**src/rtl/uart_tx.sv**
```systemverilog
// uart_tx: 8N1 serial transmitter fed by a small byte FIFO.
// Frames are 1 start bit (0), 8 data bits LSB first, 1 stop bit (1), each bit
// lasting CLKS_PER_BIT clocks. Queued bytes go out back-to-back with no idle gap.
// The pin register is loaded from the current state, so the line follows the
// FSM by one clock: a byte popped at edge k drives the start bit from edge k+1.
module uart_tx #(
  parameter int CLKS_PER_BIT = 1,
  parameter int FIFO_DEPTH   = 4
) (
  input  logic                          clk,
  input  logic                          rst,
  input  logic [7:0]                    data,
  input  logic                          valid,
  output logic                          ready,
  output logic                          pin,
  output logic                          busy,
  output logic [$clog2(FIFO_DEPTH):0]   fifo_count
);

  localparam int PW = $clog2(FIFO_DEPTH);
  localparam int CW = $clog2(CLKS_PER_BIT) + 1;
  localparam logic [CW-1:0] LAST_CYC = CW'(CLKS_PER_BIT - 1);
  localparam logic [PW:0]   FULL     = (PW + 1)'(FIFO_DEPTH);

  typedef enum logic [1:0] {IDLE, START, DATA, STOP} state_t;

  // FIFO storage and bookkeeping
  logic [7:0]    mem [FIFO_DEPTH];
  logic [PW-1:0] wr_ptr, rd_ptr;
  logic [PW:0]   count_q;
  logic          push, pop;

  // FSM / datapath state
  state_t        state_q, state_d;
  logic [CW-1:0] cyc_q, cyc_d;
  logic [2:0]    bit_q, bit_d;
  logic [7:0]    shift_q, shift_d;
  logic          pin_q, pin_d;
  logic          bit_done;

  assign ready      = (count_q != FULL);
  assign push       = valid && ready;
  assign fifo_count = count_q;
  assign busy       = (state_q != IDLE);
  assign pin        = pin_q;
  assign bit_done   = (cyc_q == LAST_CYC);

  // Byte storage: written on every accepted push.
  // NOTE: the data array has no reset; only the pointers and count need one, so
  // the storage maps onto plain RAM/flops without reset routing.
  always_ff @(posedge clk) begin
    if (push) mem[wr_ptr] <= data;
  end

  // FIFO pointers and occupancy; simultaneous push and pop leave the count unchanged.
  // NOTE: state is updated with non-blocking assignments so every register
  // samples the pre-edge values, independent of statement order.
  always_ff @(posedge clk) begin
    if (rst) begin
      wr_ptr  <= '0;
      rd_ptr  <= '0;
      count_q <= '0;
    end else begin
      if (push) wr_ptr <= wr_ptr + PW'(1);
      if (pop)  rd_ptr <= rd_ptr + PW'(1);
      case ({push, pop})
        2'b10:   count_q <= count_q + (PW + 1)'(1);
        2'b01:   count_q <= count_q - (PW + 1)'(1);
        default: count_q <= count_q;
      endcase
    end
  end

  // FSM state, bit timing, shift register and registered serial output.
  always_ff @(posedge clk) begin
    if (rst) begin
      state_q <= IDLE;
      cyc_q   <= '0;
      bit_q   <= '0;
      shift_q <= '0;
      pin_q   <= 1'b1;
    end else begin
      state_q <= state_d;
      cyc_q   <= cyc_d;
      bit_q   <= bit_d;
      shift_q <= shift_d;
      pin_q   <= pin_d;
    end
  end

  // Next-state, line level and FIFO pop decision.
  // NOTE: every output of this block gets a default first, so no path can
  // leave a variable unassigned and infer a latch.
  always_comb begin
    state_d = state_q;
    cyc_d   = cyc_q;
    bit_d   = bit_q;
    shift_d = shift_q;
    pin_d   = 1'b1;
    pop     = 1'b0;
    case (state_q)
      IDLE: begin
        if (count_q != '0) begin
          pop     = 1'b1;
          shift_d = mem[rd_ptr];
          cyc_d   = '0;
          state_d = START;
        end
      end
      START: begin
        pin_d = 1'b0;
        if (bit_done) begin
          cyc_d   = '0;
          bit_d   = '0;
          state_d = DATA;
        end else begin
          cyc_d = cyc_q + CW'(1);
        end
      end
      DATA: begin
        pin_d = shift_q[0];
        if (bit_done) begin
          cyc_d   = '0;
          shift_d = {1'b0, shift_q[7:1]};
          if (bit_q == 3'd7) state_d = STOP;
          else               bit_d   = bit_q + 3'd1;
        end else begin
          cyc_d = cyc_q + CW'(1);
        end
      end
      STOP: begin
        pin_d = 1'b1;
        if (bit_done) begin
          cyc_d = '0;
          if (count_q != '0) begin
            pop     = 1'b1;
            shift_d = mem[rd_ptr];
            state_d = START;
          end else begin
            state_d = IDLE;
          end
        end else begin
          cyc_d = cyc_q + CW'(1);
        end
      end
      default: state_d = IDLE;
    endcase
  end

endmodule

```
**config.mk**
```make
export PLATFORM = sky130hd
export DESIGN_NAME = uart_tx
export DESIGN_NICKNAME = d
export VERILOG_FILES = /design/src/rtl/uart_tx.sv
export SDC_FILE = /design/constraint.sdc
export NUM_CORES = 1
export LEC_CHECK = 0
export ABC_AREA = 1
export CORE_MARGIN = 2
export CORE_UTILIZATION = 52
export DETAILED_ROUTE_END_ITERATION = 10
export HOLD_SLACK_MARGIN = 0.12
export PLACE_DENSITY = 0.73
export SYNTH_ARGS = -nofsm -noshare
export SYNTH_HDL_FRONTEND = slang
export SYNTH_SLANG_ARGS = --single-unit
```
**constraint.sdc**
```tcl
create_clock -name clk -period 2.15 [get_ports clk]
set_clock_uncertainty 0.2 [all_clocks]
set_input_delay 0.43 -clock clk [delete_from_list [all_inputs] [get_ports clk]]
set_output_delay 0.43 -clock clk [all_outputs]
set_load 0.02 [all_outputs]
```
### Routing congestion map

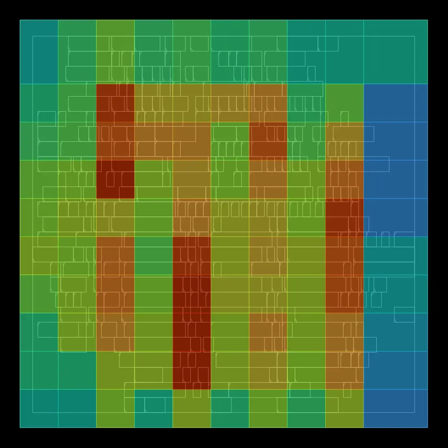
WL per Instance: 12.4 um
Core Util, Final: 62.9%

### Drive-strength map

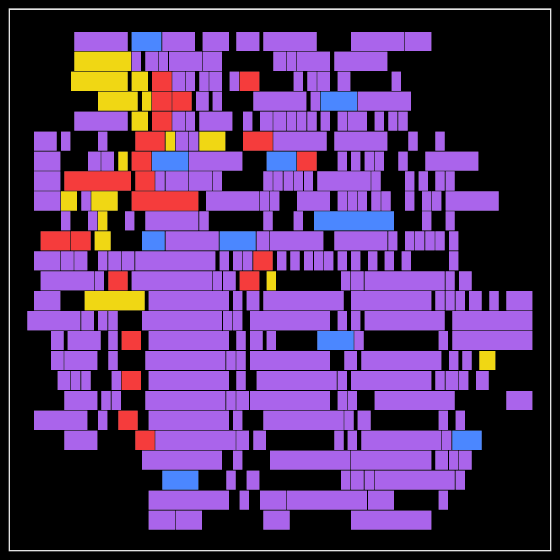
Key: blue = x6 and larger [cells 10, share 3.3%]; red = x3 and x4 [cells 21, share 6.9%]; yellow = x2 [cells 16, share 5.3%]; purple = x1 and smaller [cells 257, share 85%]
PnR worst setup slack: 0.0463 ns
Area Growth Syn to Fin: 17.1%
bufs w/o clock: 32
Final Cell Area: 2950 um^2

### Signal wires on met2

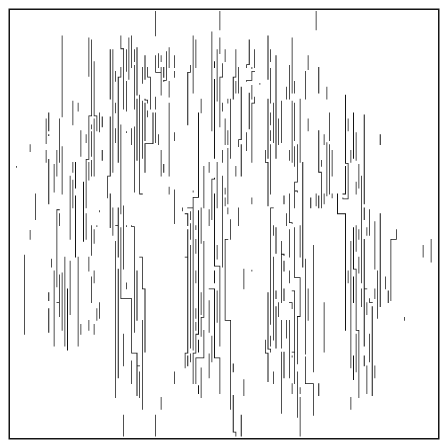
The longest straight run is 26.9 um. 232 nets have wire on it. The wires run mostly vertical. The layer carries 2170 um of wire. The layer holds 49% of the routed length.

==> flow_metrics.env <==
# physical design summary
export IMPL_cts_hold_buf=0
export IMPL_holdPathStages=2
export IMPL_rsz0062_at_grt="yes"
export IMPL_period_minus_slack_ns=2.10
export IMPL_yosysTopAreaCell="edfxtp_1"
export IMPL_edf_count=32
export IMPL_crit_start="state_q[1]"
export IMPL_drv_slew=0
export IMPL_n_antenna_cell=0
export IMPL_ys_chip_area_um2=2520
export IMPL_synthesis_nets=295
export IMPL_drc=0
export IMPL_synthArstFlopShare_pct=0
export IMPL_io_pins=17
export IMPL_yosys_top_cells_area="edfxtp_1, dfxtp_1, nand2_1"
export IMPL_hold_path_class="reg -> reg"
export IMPL_top_cell_area_share_pct=38.1
export IMPL_finalSetupViolCount=0
export IMPL_fp_dieW_um=73.6
export IMPL_finalCritPeriodShare_pct=97.8
export IMPL_met2_usage_pct=30.8
export IMPL_crit_buf_inv=3
export IMPL_timing_fmax_mhz=475
export IMPL_power_w=0.00381
export IMPL_rows=25
export IMPL_cts_sinks=55
export IMPL_netlist_instances=271
export IMPL_worst_hold_startpoint="bit_q[1]"
export IMPL_p_leak_nw=1.29
export IMPL_reg2reg_slack_ns=0.05
export IMPL_met2WireLength_um=2170
export IMPL_cp_common_cell="inv_2"
export IMPL_cellPowerDensity_nw_per_um2=1290
export IMPL_gr_total_overflow=0
export IMPL_ff2ff_path_depth=10
export IMPL_io_buffers=16
export IMPL_first_iter_violations=107
export IMPL_use_met3_pct=4.53
export IMPL_crit_required_ns=2.17
export IMPL_slew_headroom_pct=67.6
export IMPL_hold_slack_ns=0.275
export IMPL_crit_reg2reg_launch="state_q[1]"
export IMPL_ys_seq_share_pct=56.3
export IMPL_clock_tree_buffer_depth=2
export IMPL_crit_chain="buf_6, ha_2, nor2_2, nor2_4, nand2_2, inv_2, ha_4, inv_2, fa_2, a21oi_1"
export IMPL_cp_start_kind="flip-flop"
export IMPL_drtPass1Iterations=4
export IMPL_grt_max_degree=19
export IMPL_syn_cell_area_um2=2520
export IMPL_top_layer_used="met4"
export IMPL_fp_dieH_um=73.6
export IMPL_finalSetupTns_ns=0
export IMPL_placed_area_um2=2780
export IMPL_common_cells="nand2_1, edfxtp_1, inv_1, nor2_1, dfxtp_1"
export IMPL_end_kind="flip-flop"
export IMPL_critical_path_depth=10
export IMPL_ys_ff=55
export IMPL_outcome="complete, no violations"
export IMPL_reg2reg_to="fifo_count[1]"
export IMPL_cts_tree="yes"
export IMPL_place_congestion=0.760
export IMPL_warning_count=35
export IMPL_synth_top_cell_by_count="nand2_1"
export IMPL_antenna_found_initial=0
export IMPL_worstMarginPinSlew_ns=0.485
export IMPL_root_buffer="clkbuf_8"
export IMPL_die_area_um2=5420
export IMPL_dp_hpwl_um=3010
export IMPL_syn_avg_cell_area_um2=9.31
export IMPL_hold_viol_final=0
export IMPL_vdd_drop_max_mv=0.736
export IMPL_top_usage_layer="met2"
export IMPL_ff_type="edfxtp_1"
export IMPL_clock_latency_late_pin_ns=0.32
export IMPL_grt_pass1_wl_um=7380
### The metal 1 layer

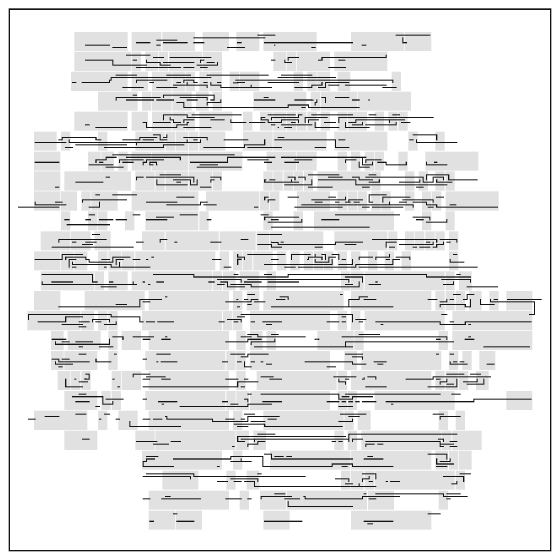
The longest straight run is 21.4 um. 298 nets have wire on it.
Post-Route WL: 4450 um
met1 GRT Util: 23.8%
detailed-route via count: 1761

### Cell area per tile

The bar under the picture is 20 um long. 7 x 7 tiles, from dark blue (low) to red (high), 0 to 100% covered.
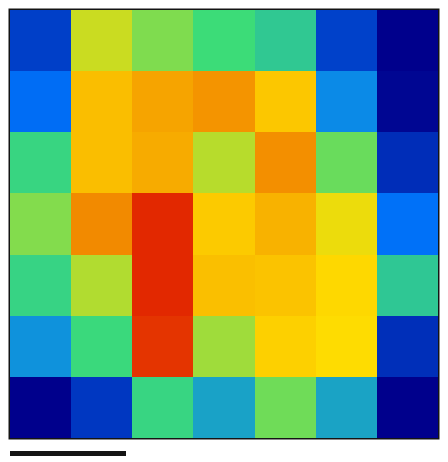
8.2% of the tiles are nearly empty. 35% of the tiles are over 75% full. The fullest tile reaches 96%.
core area: 4690 um^2
floorplan utilization: 53.8%

## sequential cells by signal, summed over array words and instances (netlist names), named ones only
signal and count:
bit_q 3, mem 32, shift_q 8, wr_ptr 2, rd_ptr 2, state_q 2, fifo_count 3, pin 1
## how the worst max path moves through the flow
stage / slack, ns / endpoint
floorplan: 0.007 / fifo_count[2]
global placement: 0.001 / fifo_count[2]
detailed placement: -0.08 / fifo_count[2]
CTS: -0.05 / fifo_count[2]
global route: -0.04 / fifo_count[2]
finish: 0.05 / fifo_count[1]
## cells by family after synthesis
family | share of synthesized area (%)
buf+inv | 8.93
simple gates | 21.5
flops | 56.3
xor+xnor | 0.695
fa+ha+maj | 6.75
compound gates | 5.75
## report_power, final
group	total (W)	switching, W	leakage (nW)	internal [W]
clock network	0.000696	0.000345	0.0548	0.000351
logic	0.00170	0.00102	0.751	0.000680
registers	0.00142	0.0000996	0.484	0.00132
total	0.00381	0.00147	1.29	0.00235
## metrics by stage
stage,cells,util (%),worst slack (ns)
after floorplan,271,-,0.00702
after global placement,349,59.2,0.00147
after detailed placement,349,59.2,-0.0822
after CTS,357,61.7,-0.0504
after global routing,358,62.9,-0.0356
final,358,62.9,0.0463
## worst min-delay path, cell delays in order (launching register included)
cell     delay, ns
dfxtp_1       0.32
nand2_1       0.06
a21oi_1       0.05
## area by class of cell
class | count | area [um^2]
Tap cell | 54 | 67.6
Fill cell | 393 | 1740
Sequential cell | 55 | 1420
Timing Repair Buffer | 32 | 282
Inverter | 33 | 139
Clock buffer | 5 | 68.8
Multi-Input combinational cell | 176 | 926
Clock inverter | 3 | 46.3
## repair_timing
| action | 4_1_cts | 5_1_grt |
|---|---|---|
| pin swaps | 1 | 4 |
| setup buffers | 0 | 1 |
| setup endpoints to repair | 3 | 2 |
| gates resized | 3 | 14 |
Power is estimated from default activity; no workload was simulated.
